==> config.mk <==
export PLATFORM = sky130hd
export DESIGN_NAME = trap_ctrl
export DESIGN_NICKNAME = d
export VERILOG_FILES = /design/src/rtl/trap_ctrl.sv
export SDC_FILE = /design/constraint.sdc
export NUM_CORES = 1
export LEC_CHECK = 0
export CORE_ASPECT_RATIO = 1.4
export CORE_MARGIN = 3
export CORE_UTILIZATION = 30
export DETAILED_ROUTE_END_ITERATION = 8
export PLACE_DENSITY = 0.73
export SKIP_CTS_REPAIR_TIMING = 1
export SLEW_MARGIN = 20
export SYNTH_ARGS = -nofsm -noshare
export SYNTH_HDL_FRONTEND = slang
export SYNTH_SLANG_ARGS = --single-unit
==> constraint.sdc <==
create_clock -name clock -period 2.4 [get_ports clock]
set_input_delay 0.6 -clock clock [delete_from_list [all_inputs] [get_ports clock]]
set_output_delay 0.6 -clock clock [all_outputs]
set_load 0.02 [all_outputs]
==> src/rtl/trap_ctrl.sv <==
// Trap/mret sequencer: flushes the pipeline, drains the LSU, writes mepc/mcause/mstatus, then redirects fetch.
// Optional drain watchdog compiled in with `define TRAP_CTRL_WDOG_EN.
module trap_ctrl #(
  parameter int unsigned WDOG_CYCLES = 256
) (
  input  logic        clock,
  input  logic        reset,
  input  logic        excp_flush_i,
  input  logic        mret_flush_i,
  input  logic [31:0] mcause_i,
  input  logic [31:0] mepc_i,
  input  logic [31:0] csr_mtvec_i,
  input  logic [31:0] csr_mepc_i,
  input  logic [31:0] csr_mstatus_i,
  input  logic        lsu_busy_i,
  input  logic        wbu_csr_we_i,
  input  logic [11:0] wbu_csr_addr_i,
  input  logic [31:0] wbu_csr_wdata_i,
  output logic        csr_we_o,
  output logic [11:0] csr_addr_o,
  output logic [31:0] csr_wdata_o,
  output logic        flush_o,
  output logic        busy_o,
  output logic        redirect_valid_o,
  output logic [31:0] redirect_pc_o,
  input  logic        redirect_ready_i,
  output logic        wdog_fatal_o
);

  typedef enum logic [2:0] {
    IDLE,
    DRAIN,
    W_MEPC,
    W_MCAUSE,
    W_MSTATUS,
    REDIRECT
  } state_t;

  state_t      state_q, state_d;
  logic        is_trap_q;
  logic [31:0] mepc_q, mcause_q, target_q;
  logic [31:0] mstatus_upd;
  logic        wdog_expired;
  logic        drain_done;

`ifdef TRAP_CTRL_WDOG_EN
  logic [15:0] wdog_cnt_q;
  logic        wdog_fatal_q;

  // The counter sits at zero outside DRAIN, so it is cleared on every DRAIN entry.
  assign wdog_expired = (state_q == DRAIN) &&
                        ((32'(wdog_cnt_q) + 32'd1) >= WDOG_CYCLES);

  always_ff @(posedge clock or negedge reset) begin
    if (!reset) begin
      wdog_cnt_q   <= '0;
      wdog_fatal_q <= 1'b0;
    end else begin
      if (state_q != DRAIN) wdog_cnt_q <= '0;
      else                  wdog_cnt_q <= wdog_cnt_q + 16'd1;
      if (wdog_expired && lsu_busy_i) wdog_fatal_q <= 1'b1;
    end
  end

  assign wdog_fatal_o = wdog_fatal_q;
`else
  logic unused_wdog;
  assign unused_wdog  = ^WDOG_CYCLES;
  assign wdog_expired = 1'b0;
  assign wdog_fatal_o = 1'b0;
`endif

  assign drain_done = !lsu_busy_i || wdog_expired;

  always_ff @(posedge clock or negedge reset) begin
    if (!reset) begin
      state_q   <= IDLE;
      is_trap_q <= 1'b0;
      mepc_q    <= '0;
      mcause_q  <= '0;
      target_q  <= '0;
    end else begin
      state_q <= state_d;
      // Events are only captured in IDLE; a trap outranks a simultaneous mret.
      if (state_q == IDLE) begin
        if (excp_flush_i) begin
          is_trap_q <= 1'b1;
          mepc_q    <= mepc_i;
          mcause_q  <= mcause_i;
          target_q  <= csr_mtvec_i & ~32'h3;
        end else if (mret_flush_i) begin
          is_trap_q <= 1'b0;
          target_q  <= csr_mepc_i;
        end
      end
    end
  end

  always_comb begin
    mstatus_upd = csr_mstatus_i;
    if (is_trap_q) begin
      mstatus_upd[7] = csr_mstatus_i[3];
      mstatus_upd[3] = 1'b0;
    end else begin
      mstatus_upd[3] = csr_mstatus_i[7];
      mstatus_upd[7] = 1'b1;
    end
    mstatus_upd[12:11] = 2'b11;
  end

  always_comb begin
    state_d          = state_q;
    csr_we_o         = 1'b0;
    csr_addr_o       = '0;
    csr_wdata_o      = '0;
    redirect_valid_o = 1'b0;
    redirect_pc_o    = '0;
    case (state_q)
      IDLE: begin
        // A trapping instruction must not commit its own CSR write.
        csr_we_o    = wbu_csr_we_i & ~excp_flush_i;
        csr_addr_o  = wbu_csr_addr_i;
        csr_wdata_o = wbu_csr_wdata_i;
        if (excp_flush_i || mret_flush_i) state_d = DRAIN;
      end
      DRAIN: begin
        if (drain_done) state_d = is_trap_q ? W_MEPC : W_MSTATUS;
      end
      W_MEPC: begin
        csr_we_o    = 1'b1;
        csr_addr_o  = 12'h341;
        csr_wdata_o = mepc_q;
        state_d     = W_MCAUSE;
      end
      W_MCAUSE: begin
        csr_we_o    = 1'b1;
        csr_addr_o  = 12'h342;
        csr_wdata_o = mcause_q;
        state_d     = W_MSTATUS;
      end
      W_MSTATUS: begin
        csr_we_o    = 1'b1;
        csr_addr_o  = 12'h300;
        csr_wdata_o = mstatus_upd;
        state_d     = REDIRECT;
      end
      REDIRECT: begin
        redirect_valid_o = 1'b1;
        redirect_pc_o    = target_q;
        if (redirect_ready_i) state_d = IDLE;
      end
      default: state_d = IDLE;
    endcase
  end

  assign busy_o  = (state_q != IDLE);
  assign flush_o = busy_o | excp_flush_i | mret_flush_i;

endmodule

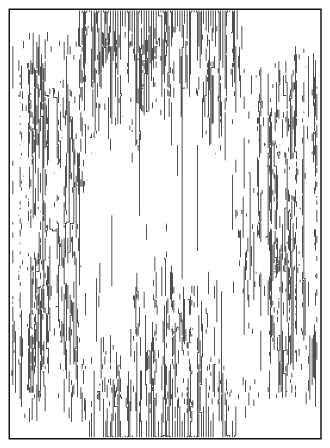
Fig. 1. Metal 2 (run 1).
The layer holds 51% of the routed length. The longest straight run is 89.4 um. The wires run mostly vertical.

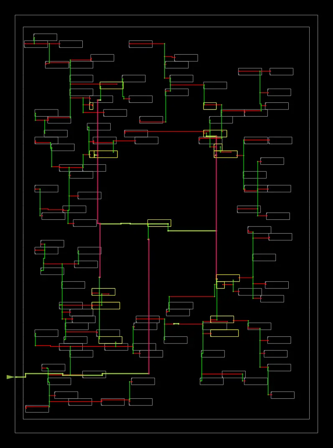
Fig. 2. Clock wiring as the flow saved it (run 1).
Clock Buffer Count: 11
power consumed by the clock network: 1.60 mW
source-to-sink clock delay at the later pin of the worst-skew pair: 0.34 ns
clock buffers created by TritonCTS: 9
post-route clock skew: 0.0101 ns

==> out/summary.log, run 1 <==
INFO  worst_hold_path min-delay-path-class=in -> async
INFO  cells_and_area layout_top_cell_excl_fill_tap=sky130_fd_sc_hd__clkdlybuf4s50_1
INFO  critical_path  critical_path.startpoint=state_q[0]
INFO  run_status     failed_checks=negative setup slack
INFO  routing        drt_iter0_markers=312
INFO  synth          dominantRegCellSynth=sky130_fd_sc_hd__dfrtp_1
INFO  run            max_cap_violations=0
INFO  synth          synthesis.yosys.warnings=0
INFO  cells_and_area logic_gate_count=309
INFO  critical_path  crit_arrival=1.97ns
INFO  cells_and_area num_antenna_cells=1
INFO  cells_and_area non_clock_inverter_count=3
INFO  routing        viasPerCell=4.88
INFO  floorplanning  dieWidth=120um
INFO  critical_path  cpMaxStageDelayCell=sky130_fd_sc_hd__dfrtp_2
INFO  floorplanning  tap-cell-count=236
INFO  routing        drt_pass_1_iters=4
INFO  final_timing   max_slew.worst_pin.slew=0.584ns
INFO  critical_path  regToRegStartpoint=state_q[0]
INFO  cells_and_area comb-cell-share=0.296
INFO  synth          synth_async_sr_flop_share=1.00
INFO  cells_and_area biggestCellCategory=non-clock buffers
INFO  placement      detailed_place_hpwl=13.0mm
INFO  floorplanning  die_area=19800um2
INFO  global_route   grt_pass1_wl=27.1mm
INFO  cells_and_area area_growth=67.3%
INFO  run            stage_log_warnings=31
INFO  cells_and_area fillCellCount=1631
INFO  final_timing   timing.final.ws_setup=-0.165ns
INFO  cells_and_area clock_cell_share=0.0358
INFO  cells_and_area layout_top_cells=sky130_fd_sc_hd__clkdlybuf4s50_1 (204), sky130_fd_sc_hd__dfrtp_1 (98), sky130_fd_sc_hd__o21ai_0 (72), sky130_fd_sc_hd__mux2_4 (49), sky130_fd_sc_hd__buf_4 (39)
INFO  global_route   grt_pass1_vias=5084
INFO  power          irDropWorstVdd=0.527mV
INFO  cells_and_area ff_count=100
INFO  synth          synth_area=5430um2
INFO  cells_and_area nets=966
INFO  clock_tree     clockBufferDepth=2
INFO  cells_and_area post_route_cells_drive_above_1_share=0.268
INFO  floorplanning  placement_rows=57
INFO  critical_path  critical_path.reg2reg.endpoint=mepc_q[4]
INFO  critical_path  critical_path.max_fanout=29
INFO  cells_and_area final_design_area_no_fill=9080um2
INFO  placement      global_placement_routability_congestion=0.788
INFO  power          p_leak=4.31nW
INFO  critical_path  critPathKind=reg -> out
INFO  synth          synth-edff-count=0
INFO  floorplanning  initial_utilization=0.309
INFO  critical_path  r2r_slack=-0.03ns
INFO  placement      pre_cts_ws=-0.330ns
INFO  final_timing   worst_hold_slack=0.186ns
INFO  cells_and_area final_core_utilization=0.518
INFO  run_status     status=finished with violations
INFO  clock_tree     cts.reportedPaths.clkPinSlew=0.07ns
INFO  cells_and_area logic_area=2680um2
INFO  routing        drc=0
INFO  final_timing   fin_tns_setup=-4.07ns
INFO  synth          synth-seq-area-share=0.461
INFO  routing        drt_wl_total=18.2mm
INFO  routing        via_count=4867
INFO  synth          yosysUniqueCellTypes=34
INFO  global_route   globalRouteTotalUtil=0.174
INFO  critical_path  critical-path-max-stage-delay=0.44ns
INFO  clock_tree     ctsHtreeMaxLevel=3
INFO  synth          synth_chip_area=5430um2
INFO  final_timing   shortest_clock_period_the_worst_path_allows_after_layout=2.57ns
INFO  placement      placed_cell_count=964
INFO  synth          netlist.top_cell.by_area=sky130_fd_sc_hd__dfrtp_1
INFO  power          power_density=1100nW/um2
INFO  final_timing   finalSetupViolCount=44
INFO  final_timing   maxSlewViolCount=0
INFO  routing        antenna_left=0
INFO  cells_and_area final_cells=997
INFO  global_route   maximum_number_of_pins_on_one_net_before_global_route_repair=46
INFO  clock_tree     cts.sink_count=100
INFO  critical_path  crit_required=1.80ns
INFO  floorplanning  placeableCoreArea=17500um2
INFO  final_timing   maxClockFrequency=390MHz
INFO  cells_and_area largestRegisters=mcause_q: 32 flops, mepc_q: 32 flops, target_q: 32 flops
INFO  synth          netlist_top_cells_area=sky130_fd_sc_hd__dfrtp_1 (46%), sky130_fd_sc_hd__mux2_4 (14%), sky130_fd_sc_hd__o21ai_0 (6.7%), sky130_fd_sc_hd__mux2i_1 (6.3%), sky130_fd_sc_hd__a221o_1 (5.3%)
INFO  floorplanning  die.size.y=165um
INFO  clock_tree     cts_tree=built
INFO  synth          synth_nets=665
INFO  global_route   globalRoute.totalOverflow=0
INFO  power          total_power=9.99mW
INFO  clock_tree     cts_root_buffer=sky130_fd_sc_hd__clkbuf_16
INFO  synth          numSynthFlops=100
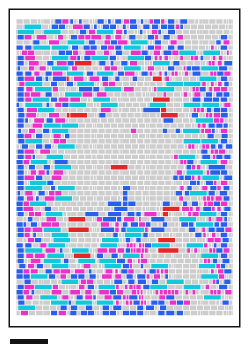
Fig. 3. Placement by cell class (run 1).
Scale bar: 20 um. Fill, decap, tap and diode cells in gray.
remaining logic cells: in magenta, cells 312. sequential cells: in cyan, cells 100. clock drivers and dummy loads: in red, cells 16. remaining buffers and delay cells: in blue, cells 332.

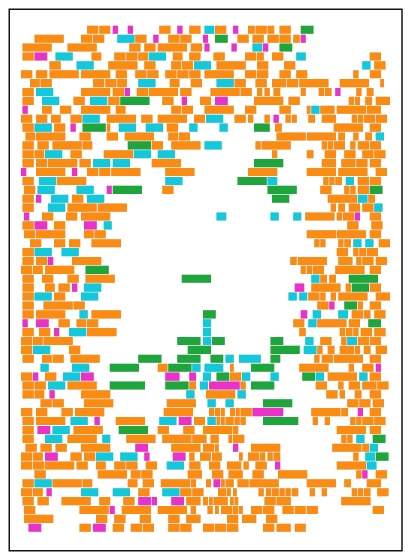
Fig. 4. Cells by drive strength (run 1).
x6 and larger: in green, cells 42, most used buf_6. x2: in magenta, cells 61, most used buf_2. x3 and x4: in cyan, cells 101, most used mux2_4. x1 and smaller: in orange, cells 556, most used clkdlybuf4s50_1.
post-layout worst setup margin: -0.165 ns
number of buffers outside the clock class in the layout: 332

==> run 1: logic make-up (layout without fill, tap and decap cells) <==
| kind of cell | count (synthesis) | count (layout) | share of synthesized area |
|---|---|---|---|
| AND-OR/OR-AND | 142 | 142 | 0.181 |
| flip-flops | 100 | 100 | 0.461 |
| multiplexers | 98 | 98 | 0.229 |
| AND/OR/NAND/NOR | 68 | 68 | 0.0742 |
| buffers and inverters | 45 | 351 | 0.0539 |
| other | 1 | 2 | 0.000691 |
==> run 1: power by group <==
part	internal, mW	total, mW	switching, mW	leakage, nW
clock	0.948	1.60	0.654	0.160
combinational	2.92	5.37	2.45	2.94
sequential	2.53	3.01	0.481	1.21
total	6.40	9.99	3.59	4.31
==> run 1: metal layers <==
metal | global-route usage | routed length, um | up-vias
met4 | 0.0818 | 527 | 0
met5 | 0 | 0 | -
met3 | 0.0484 | 1330 | 28
li1 | - | - | 2284
met2 | 0.301 | 9350 | 218
met1 | 0.198 | 6960 | 2337
==> run 1: Yosys cell counts (2+ instances only) <==
library cell	count
sky130_fd_sc_hd__a21oi_1	5
sky130_fd_sc_hd__a221o_1	29
sky130_fd_sc_hd__a22o_1	28
sky130_fd_sc_hd__and2_1	39
sky130_fd_sc_hd__buf_1	4
sky130_fd_sc_hd__buf_12	6
sky130_fd_sc_hd__buf_2	9
sky130_fd_sc_hd__buf_4	2
sky130_fd_sc_hd__clkbuf_1	20
sky130_fd_sc_hd__dfrtp_1	100
sky130_fd_sc_hd__inv_1	3
sky130_fd_sc_hd__mux2_2	15
sky130_fd_sc_hd__mux2_4	49
sky130_fd_sc_hd__mux2i_1	34
sky130_fd_sc_hd__nand2_1	7
sky130_fd_sc_hd__nand2b_1	3
sky130_fd_sc_hd__nor2_1	11
sky130_fd_sc_hd__o21a_1	2
sky130_fd_sc_hd__o21ai_0	73
Fig. 5: run 1, selected gate families
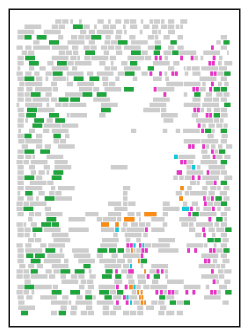

==> run 2, diff against run 1 <==
- clock period: 2.4 -> 3.33 ns (I/O delays scaled with it)
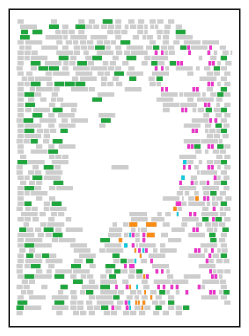
Fig. 6. Selected gate families (run 2).
aoi and oai cells: in magenta, cells 80, most used o21ai_0. nand cells: in cyan, cells 10, most used nand2_1. nor cells: in orange, cells 16, most used nor2_1, where bottom middle. mux cells: in green, cells 98, most used mux2_4, where all over the die.
share of the final layout cell area in multi-input gates: 0.301
final std cells w/o fill: 968
most numerous logic cell after layout: sky130_fd_sc_hd__clkdlybuf4s50_1

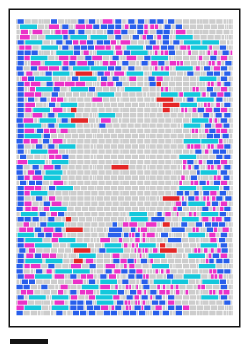
Fig. 7. Placement by cell class (run 2).
Scale bar: 20 um. Fill, decap, tap and diode cells in gray.
remaining logic cells: in magenta, cells 312. remaining buffers and delay cells: in blue, cells 303. sequential cells: in cyan, cells 100. clock drivers and dummy loads: in red, cells 16.
Rows: 57
area of all placed cells without fillers: 8800 um2
core footprint: 17500 um2
fin util: 0.502
flip-flop and latch share of the layout cell area: 0.284

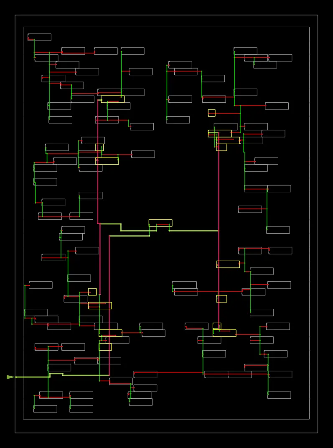
Fig. 8. Clock wiring as the flow saved it (run 2).
post-route clock skew: 0.0103 ns
FF+latch count: 100

==> run 2 against run 1 <==
Net effect: the run now ends clean; global-route usage fell by 0.55 points; non-clock buffer count shrank 29; register-to-register slack better by 1.4 ns; flip-flop count unchanged; synthesized area stayed put; combinational power fell by 32%; largest cell class unchanged; highest routed layer unchanged.
==> out/summary.log, run 2 <==
INFO  global_route   globalRoute.totalOverflow=0
INFO  clock_tree     cts_inserted_buffers=9
INFO  worst_hold_path min-delay-path-class=in -> async
INFO  global_route   grt_pass1_vias=4798
INFO  power          power_frac_comb=0.533
INFO  placement      dpl_cell_area=8500um2
INFO  final_timing   slew_headroom=0.615
INFO  synth          fraction_of_post_synthesis_cell_area_in_the_top_cell_type_by_area=0.461
INFO  critical_path  critPathKind=in -> out
INFO  power          switchingPower=2.47mW
INFO  synth          synthesis.yosys.warnings=0
INFO  final_timing   fin_tns_setup=0ns
INFO  placement      global_placement_routability_congestion=0.767
INFO  cells_and_area biggestCellCategory=non-clock buffers
INFO  power          p_leak=3.65nW
INFO  final_timing   rsz0062_at_grt=no
INFO  cells_and_area area_growth=62.2%
INFO  synth          synth-edff-count=0
INFO  cells_and_area nets=937
INFO  cells_and_area non_clock_inverter_count=3
INFO  critical_path  critPathCaptureType=output pin
INFO  power          power_switching_share=0.360
INFO  cells_and_area nonClkBufAreaFrac=0.346
INFO  placement      detailed_place_hpwl=12.3mm
INFO  global_route   grt_pass1_wl=26.1mm
INFO  synth          yosysUniqueCellTypes=34
INFO  synth          ys_sh_mux=0.229
INFO  synth          netlist_top_cells_area=sky130_fd_sc_hd__dfrtp_1 (46%), sky130_fd_sc_hd__mux2_4 (14%), sky130_fd_sc_hd__o21ai_0 (6.7%), sky130_fd_sc_hd__mux2i_1 (6.3%), sky130_fd_sc_hd__a221o_1 (5.3%)
INFO  routing        drt_wl_total=17.0mm
INFO  synth          synth_chip_area=5430um2
INFO  critical_path  crit_required=2.50ns
INFO  routing        antenna_left=0
INFO  clock_tree     clk-insertion-delay-late=0.35ns
INFO  critical_path  critical-path-max-stage-delay=0.63ns
INFO  clock_tree     ctsHtreeMaxLevel=3
INFO  power          powerSeq=2.17mW
INFO  critical_path  path_cells=clkdlybuf4s50_1 > nor2b_1 > o21ai_0 > mux2i_1 > clkdlybuf4s50_1
INFO  synth          synth_async_sr_flop_share=1.00
INFO  power          intPower=4.39mW
INFO  placement      pre_cts_ws=0.0885ns
INFO  cells_and_area fillCellCount=1654
INFO  cells_and_area logic_area=2650um2
INFO  placement      placed_cell_count=951
INFO  routing        drc=0
INFO  synth          leading_post_synthesis_cells_by_instance_count=sky130_fd_sc_hd__dfrtp_1 (100), sky130_fd_sc_hd__o21ai_0 (73), sky130_fd_sc_hd__mux2_4 (49)
INFO  clock_tree     cts.sink_count=100
INFO  power          leading_power_group=combinational cells
INFO  power          power_density=779nW/um2
INFO  floorplanning  initial_utilization=0.309
INFO  routing        drt_iter0_markers=257
INFO  global_route   globalRouteMet3Util=0.0480
INFO  placement      port_buffers=286
INFO  synth          synth_dominant_cell_count=sky130_fd_sc_hd__dfrtp_1
INFO  synth          topCombFamilyByArea=multiplexers
INFO  global_route   global_route.usage.met2=0.294
INFO  routing        via_count=4657
INFO  power          comb-power=3.66mW
INFO  clock_tree     cts_root_buffer=sky130_fd_sc_hd__clkbuf_16
INFO  critical_path  cpMaxStageDelayCell=sky130_fd_sc_hd__clkdlybuf4s50_1
INFO  cells_and_area post_route_cells_drive_above_1_share=0.146
INFO  floorplanning  die.size.y=165um
INFO  clock_tree     cts.reportedPaths.clkPinSlew=0.07ns
INFO  power          power_clock=1.03mW
INFO  synth          synth_nets=665
INFO  global_route   antenna_found_initial=1
INFO  synth          synth-seq-area-share=0.461
INFO  clock_tree     cts_tree=built
INFO  synth          synthCells=454
INFO  critical_path  critical_path.max_fanout=1
INFO  synth          dominantRegCellSynth=sky130_fd_sc_hd__dfrtp_1
INFO  routing        drt_pass_1_iters=4
INFO  synth          yosys.area_share.xor_xnor=0
INFO  final_timing   maxSlewViolCount=0
INFO  floorplanning  dieWidth=120um
INFO  cells_and_area clock_cell_share=0.0335
INFO  floorplanning  tap-cell-count=236
INFO  final_timing   maxClockFrequency=313MHz
INFO  routing        viasPerCell=4.81
INFO  critical_path  crit_arrival=2.36ns
INFO  cells_and_area signal_buffers=303
INFO  final_timing   max_slew.worst_pin.slew=0.577ns
INFO  power          irDropWorstVdd=0.343mV
INFO  final_timing   shortest_clock_period_the_worst_path_allows_after_layout=3.19ns
INFO  final_timing   timing.final.ws_setup=0.135ns
INFO  run            stage_log_warnings=30
INFO  cells_and_area clock_buffers=10
INFO  final_timing   finalHoldViolations=0
INFO  final_timing   finalSetupViolCount=0
INFO  cells_and_area layout_top_cells=sky130_fd_sc_hd__clkdlybuf4s50_1 (284), sky130_fd_sc_hd__dfrtp_1 (99), sky130_fd_sc_hd__o21ai_0 (72), sky130_fd_sc_hd__mux2_4 (49), sky130_fd_sc_hd__and2_1 (39)
INFO  floorplanning  ioPinCount=292
INFO  cells_and_area flop_area=2500um2
INFO  synth          numSynthFlops=100
INFO  cells_and_area largestRegisters=mcause_q: 32 flops, mepc_q: 32 flops, target_q: 32 flops
INFO  critical_path  worst_r2r_path_depth=5
INFO  global_route   maximum_number_of_pins_on_one_net_before_global_route_repair=66
INFO  cells_and_area logic_gate_count=309
INFO  synth          synth_area=5430um2
INFO  clock_tree     clockBufferDepth=2
INFO  run_status     status=complete, no violations
INFO  synth          fa_ha_area_frac=0
INFO  run            max_cap_violations=0
INFO  power          pwr-share-clk=0.151
INFO  floorplanning  die_area=19800um2
INFO  synth          yosysCellCount=454
INFO  final_timing   fin_crit_sh=0.959
INFO  critical_path  worstSetupStartpointType=primary input
INFO  cells_and_area num_antenna_cells=1
INFO  routing        drt_wl_cell=17.6um
INFO  synth          netlist.top_cell.by_area=sky130_fd_sc_hd__dfrtp_1
INFO  global_route   globalRouteTotalUtil=0.168
INFO  synth          simple_gate_area_frac=0.0742
INFO  critical_path  crit_top_cell=sky130_fd_sc_hd__clkdlybuf4s50_1
INFO  synth          syn_area_per_cell=12.0um2
INFO  power          share_seq_of_total_power=0.316
INFO  synth          compound_area_frac=0.181
INFO  global_route   met1_usage=0.193
INFO  global_route   grt.busiest_layer=met2
run 2: cell count changes in the layout (fill, tap and decap cells not counted), moves of 6 or more:
cell,change
sky130_fd_sc_hd__buf_2,-22
sky130_fd_sc_hd__clkbuf_2,-15
sky130_fd_sc_hd__clkdlybuf4s50_1,+80
sky130_fd_sc_hd__buf_6,-13
sky130_fd_sc_hd__and2_4,-8
sky130_fd_sc_hd__buf_4,-27
sky130_fd_sc_hd__dlymetal6s2s_1,-22
sky130_fd_sc_hd__and2_1,+8
sky130_fd_sc_hd__buf_12,-6
run 2: layer usage:
metal | vias up | routed length [um]
li1 | 2214 | -
met1 | 2228 | 6650
met2 | 195 | 8600
met3 | 20 | 1340
met4 | 0 | 419
met5 | - | 0
run 2: worst max-delay path, delay by kind of cell:
| family | cells | cell delay [ns] |
|---|---|---|
| buffers and inverters | 2 | 1.07 |
| AND/OR/NAND/NOR | 1 | 0.21 |
| multiplexers | 1 | 0.13 |
| AND-OR/OR-AND | 1 | 0.12 |
run 2: path summary, 6_finish.rpt:
check                        startpoint           end  slack, ns
setup / recovery           wbu_csr_we_i      csr_we_o       0.14
hold / removal                    reset  target_q[24]       0.47
setup reg to reg             state_q[0]    mepc_q[14]       1.35
hold reg to reg            target_q[23]  target_q[23]       0.50
max in group asynchronous         reset    mepc_q[18]       2.19
min in group clock         target_q[23]  target_q[23]       0.50
run 2: logic make-up (layout without fill, tap and decap cells):
kind of cell	count (synthesis)	after routing
muxes	98	98
other	1	2
buffers and inverters	45	322
AOI/OAI and AO/OA	142	142
DFF	100	100
and+or+nand+nor	68	68
run 2: metrics by stage:
stage	hold slack, ns	total power [mW]
finish	0.470	6.86
global route	0.511	7.31
CTS	0.487	6.95
detailed placement	0.489	5.87
global placement	0.481	5.82
floorplan	0.465	4.43
Fig. 9: run 2, cells by drive strength
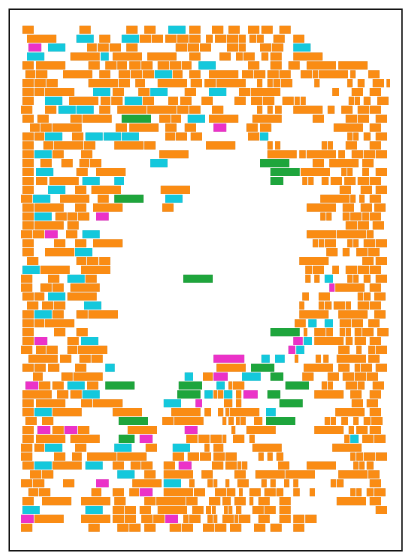

==> run 3, diff against run 2 <==
- CORE_MARGIN: 3 -> default
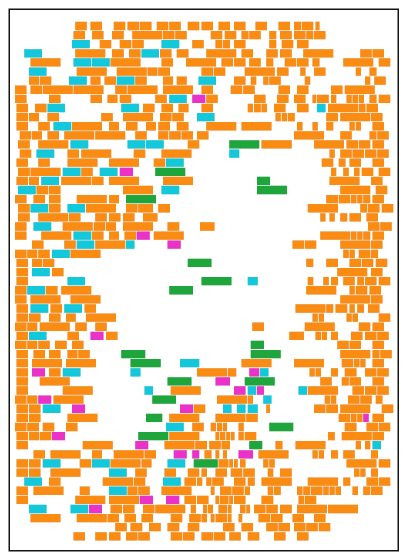
Fig. 10. Cells by drive strength (run 3).
x6 and larger: in green, cells 20, most used clkbuf_16. x3 and x4: in cyan, cells 64, most used mux2_4. x1 and smaller: in orange, cells 624, most used clkdlybuf4s50_1. x2: in magenta, cells 22, most used mux2_2.
area of all placed cells without fillers: 8830 um2
number of buffers outside the clock class in the layout: 302
area overhead of the layout relative to synthesis: 62.7%

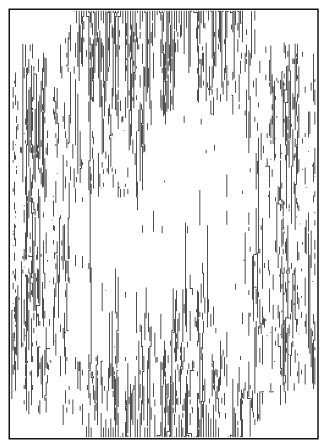
Fig. 11. Metal 2 (run 3).
778 nets have wire on it. The wires run mostly vertical. The layer holds 50% of the routed length.
GR Layer Usage met2: 0.318
vias after detailed routing: 4606
drt total wl: 17.1 mm

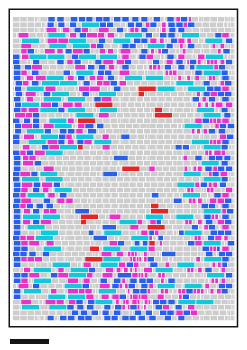
Fig. 12. Placement by cell class (run 3).
Scale bar: 20 um. Fill, decap, tap and diode cells in gray.
remaining buffers and delay cells: in blue, cells 302. remaining logic cells: in magenta, cells 312. sequential cells: in cyan, cells 100. clock drivers and dummy loads: in red, cells 16.

==> run 3 against run 2 <==
Net effect: sequential share of layout area decreased by 0.10 points; global-route usage increased by 1.7 points; via count shrank 1.1%; core utilization grew 0.16 points; cell area increased by 0.31%; clock skew grew 0.0039 ns; setup slack worse by 0.0036 ns; hold slack improved by 0.029 ns; highest routed layer unchanged.
==> out/summary.log, run 3 <==
INFO  synth          synth_dominant_cell_count=sky130_fd_sc_hd__dfrtp_1
INFO  run            stage_log_warnings=30
INFO  power          p_leak=3.71nW
INFO  cells_and_area largestRegisters=mcause_q: 32 flops, mepc_q: 32 flops, target_q: 32 flops
INFO  power          power_density=780nW/um2
INFO  critical_path  r2r_slack=1.18ns
INFO  final_timing   maxSlewViolCount=0
INFO  synth          numSynthFlops=100
INFO  power          total_power=6.89mW
INFO  synth          dominantRegCellSynth=sky130_fd_sc_hd__dfrtp_1
INFO  cells_and_area final_cells=967
INFO  global_route   globalRoute.totalOverflow=0
INFO  routing        drt_pass_1_iters=4
INFO  synth          netlist_top_cells_area=sky130_fd_sc_hd__dfrtp_1 (46%), sky130_fd_sc_hd__mux2_4 (14%), sky130_fd_sc_hd__o21ai_0 (6.7%), sky130_fd_sc_hd__mux2i_1 (6.3%), sky130_fd_sc_hd__a221o_1 (5.3%)
INFO  power          share_seq_of_total_power=0.310
INFO  synth          synth-seq-area-share=0.461
INFO  final_timing   fin_crit_sh=0.960
INFO  placement      detailed_place_hpwl=12.6mm
INFO  power          irDropWorstVdd=0.368mV
INFO  power          power_frac_comb=0.539
INFO  final_timing   slew_headroom=0.560
INFO  critical_path  critPathKind=reg -> out
INFO  synth          synthCells=454
INFO  clock_tree     cts_inserted_buffers=9
INFO  floorplanning  placeableCoreArea=17500um2
INFO  synth          synth_async_sr_flop_share=1.00
INFO  synth          yosysCellCount=454
INFO  critical_path  path_cells=buf_4 > nor3b_2 > buf_12 > a22o_1 > a221o_1 > clkdlybuf4s50_1
INFO  synth          synth_chip_area=5430um2
INFO  critical_path  cp.buffers_inverters=3
INFO  run            max_cap_violations=0
INFO  final_timing   worst_hold_slack=0.499ns
INFO  synth          netlist.top_cell.by_area=sky130_fd_sc_hd__dfrtp_1
INFO  placement      placed_cell_count=950
INFO  clock_tree     cts.reportedPaths.clkPinSlew=0.07ns
INFO  critical_path  crit_required=2.50ns
INFO  power          power_switching_share=0.362
INFO  critical_path  critPathTopFamily=buffers and inverters
INFO  worst_hold_path min-delay-path-class=in -> async
INFO  critical_path  critPathCaptureType=output pin
INFO  clock_tree     cts_root_buffer=sky130_fd_sc_hd__clkbuf_16
INFO  final_timing   max_slew.worst_pin.slew=0.660ns
INFO  global_route   grt_pass1_vias=4851
INFO  final_timing   finalHoldViolations=0
INFO  placement      port_buffers=286
INFO  final_timing   finalSetupViolCount=0
INFO  critical_path  worstSetupStartpointType=register
INFO  synth          leading_post_synthesis_cells_by_instance_count=sky130_fd_sc_hd__dfrtp_1 (100), sky130_fd_sc_hd__o21ai_0 (73), sky130_fd_sc_hd__mux2_4 (49)
INFO  cells_and_area nets=936
INFO  clock_tree     cts_tree=built
INFO  final_timing   rsz0062_at_grt=no
INFO  clock_tree     cts.sink_count=100
INFO  final_timing   timing.final.ws_setup=0.132ns
INFO  final_timing   final.setup_skew=0.0142ns
INFO  placement      dpl_cell_area=8520um2
INFO  clock_tree     clockBufferDepth=2
INFO  routing        viasPerCell=4.76
INFO  power          pwr-share-clk=0.151
INFO  floorplanning  die.size.y=161um
INFO  critical_path  critical_path.reg2reg.endpoint=mepc_q[8]
INFO  placement      global_placement_routability_congestion=0.799
INFO  routing        drt_iter0_markers=151
INFO  critical_path  critical_path.startpoint=state_q[0]
INFO  final_timing   shortest_clock_period_the_worst_path_allows_after_layout=3.20ns
INFO  run_status     status=complete, no violations
INFO  critical_path  critical_path.max_fanout=29
INFO  critical_path  worst_r2r_path_depth=6
INFO  global_route   grt_pass1_wl=26.2mm
INFO  synth          synthesis.yosys.warnings=0
INFO  floorplanning  ioPinCount=292
INFO  cells_and_area layout_top_cells=sky130_fd_sc_hd__clkdlybuf4s50_1 (280), sky130_fd_sc_hd__dfrtp_1 (100), sky130_fd_sc_hd__o21ai_0 (72), sky130_fd_sc_hd__mux2_4 (49), sky130_fd_sc_hd__and2_1 (39)
INFO  final_timing   maxClockFrequency=313MHz
INFO  routing        antenna_left=0
INFO  floorplanning  dieWidth=116um
INFO  global_route   maximum_number_of_pins_on_one_net_before_global_route_repair=55
INFO  clock_tree     clk-insertion-delay-late=0.35ns
INFO  power          switchingPower=2.49mW
INFO  routing        drc=0
INFO  placement      pre_cts_ws=0.138ns
INFO  synth          syn_area_per_cell=12.0um2
INFO  synth          synth_nets=665
INFO  critical_path  crit_arrival=2.37ns
INFO  synth          synth_area=5430um2
INFO  synth          synth-edff-count=0
INFO  cells_and_area layout_top_cell_excl_fill_tap=sky130_fd_sc_hd__clkdlybuf4s50_1
INFO  critical_path  critical-path-max-stage-delay=0.62ns
INFO  cells_and_area post_route_cells_drive_above_1_share=0.145
INFO  final_timing   fin_tns_setup=0ns
INFO  clock_tree     ctsHtreeMaxLevel=3
INFO  floorplanning  die_area=18600um2
INFO  critical_path  cpMaxStageDelayCell=sky130_fd_sc_hd__clkdlybuf4s50_1
INFO  cells_and_area final_core_utilization=0.503
INFO  global_route   globalRouteTotalUtil=0.185
INFO  floorplanning  placement_rows=57
INFO  synth          fraction_of_post_synthesis_cell_area_in_the_top_cell_type_by_area=0.461
INFO  routing        drt_wl_cell=17.7um
INFO  critical_path  regToRegStartpoint=state_q[0]
INFO  floorplanning  initial_utilization=0.309
run 3: cell counts after synthesis:
Identical to the previous run, type by type.
run 3: kinds of logic (layout without fill, tap and decap cells):
family / after synthesis / count (layout) / share of synthesized area
buf+inv: 45 / 321 / 0.0539
flops: 100 / 100 / 0.461
compound gates: 142 / 142 / 0.181
mux: 98 / 98 / 0.229
other cells: 1 / 2 / 0.000691
simple gates: 68 / 68 / 0.0742
run 3: layout make-up:
cell class	instances	area, um2
antenna	1	2.50
clock buffer	10	239
clock inverter	6	56.3
fill	1632	8710
inverter	3	11.3
multi-input combinational	309	2650
sequential	100	2500
tap	236	295
timing repair buffer	302	3080
run 3: worst max-delay path by stage:
stage / endpoint / slack (ns) / cells after the start
4_1_cts: csr_wdata_o[16] / -0.02 / 5
2_1_floorplan: csr_wdata_o[0] / 0.99 / 6
3_5_place_dp: csr_wdata_o[15] / 0.14 / 4
5_1_grt: redirect_pc_o[0] / 0.02 / 6
3_3_place_gp: csr_wdata_o[15] / 0.14 / 4
6_report: csr_wdata_o[23] / 0.13 / 6
run 3: routing by layer:
layer / GRT usage / vias up / share of wire
li1: - / 2215 / -
met1: 0.216 / 2183 / 0.40
met2: 0.318 / 190 / 0.50
met3: 0.0582 / 18 / 0.082
met4: 0.0594 / 0 / 0.021
met5: 0 / - / 0
run 3: power groups by stage:
stage | clock (mW) | sequential [mW] | combinational (mW)
finish | 1.04 | 2.13 | 3.72
global route | 1.13 | 2.21 | 3.99
CTS | 1.08 | 2.14 | 3.77
detailed placement | 0 | 2.14 | 3.76
global placement | 0 | 2.13 | 3.71
floorplan | 0 | 2.06 | 2.37
Power figures rest on the tool's default switching activity, not on a simulated workload.
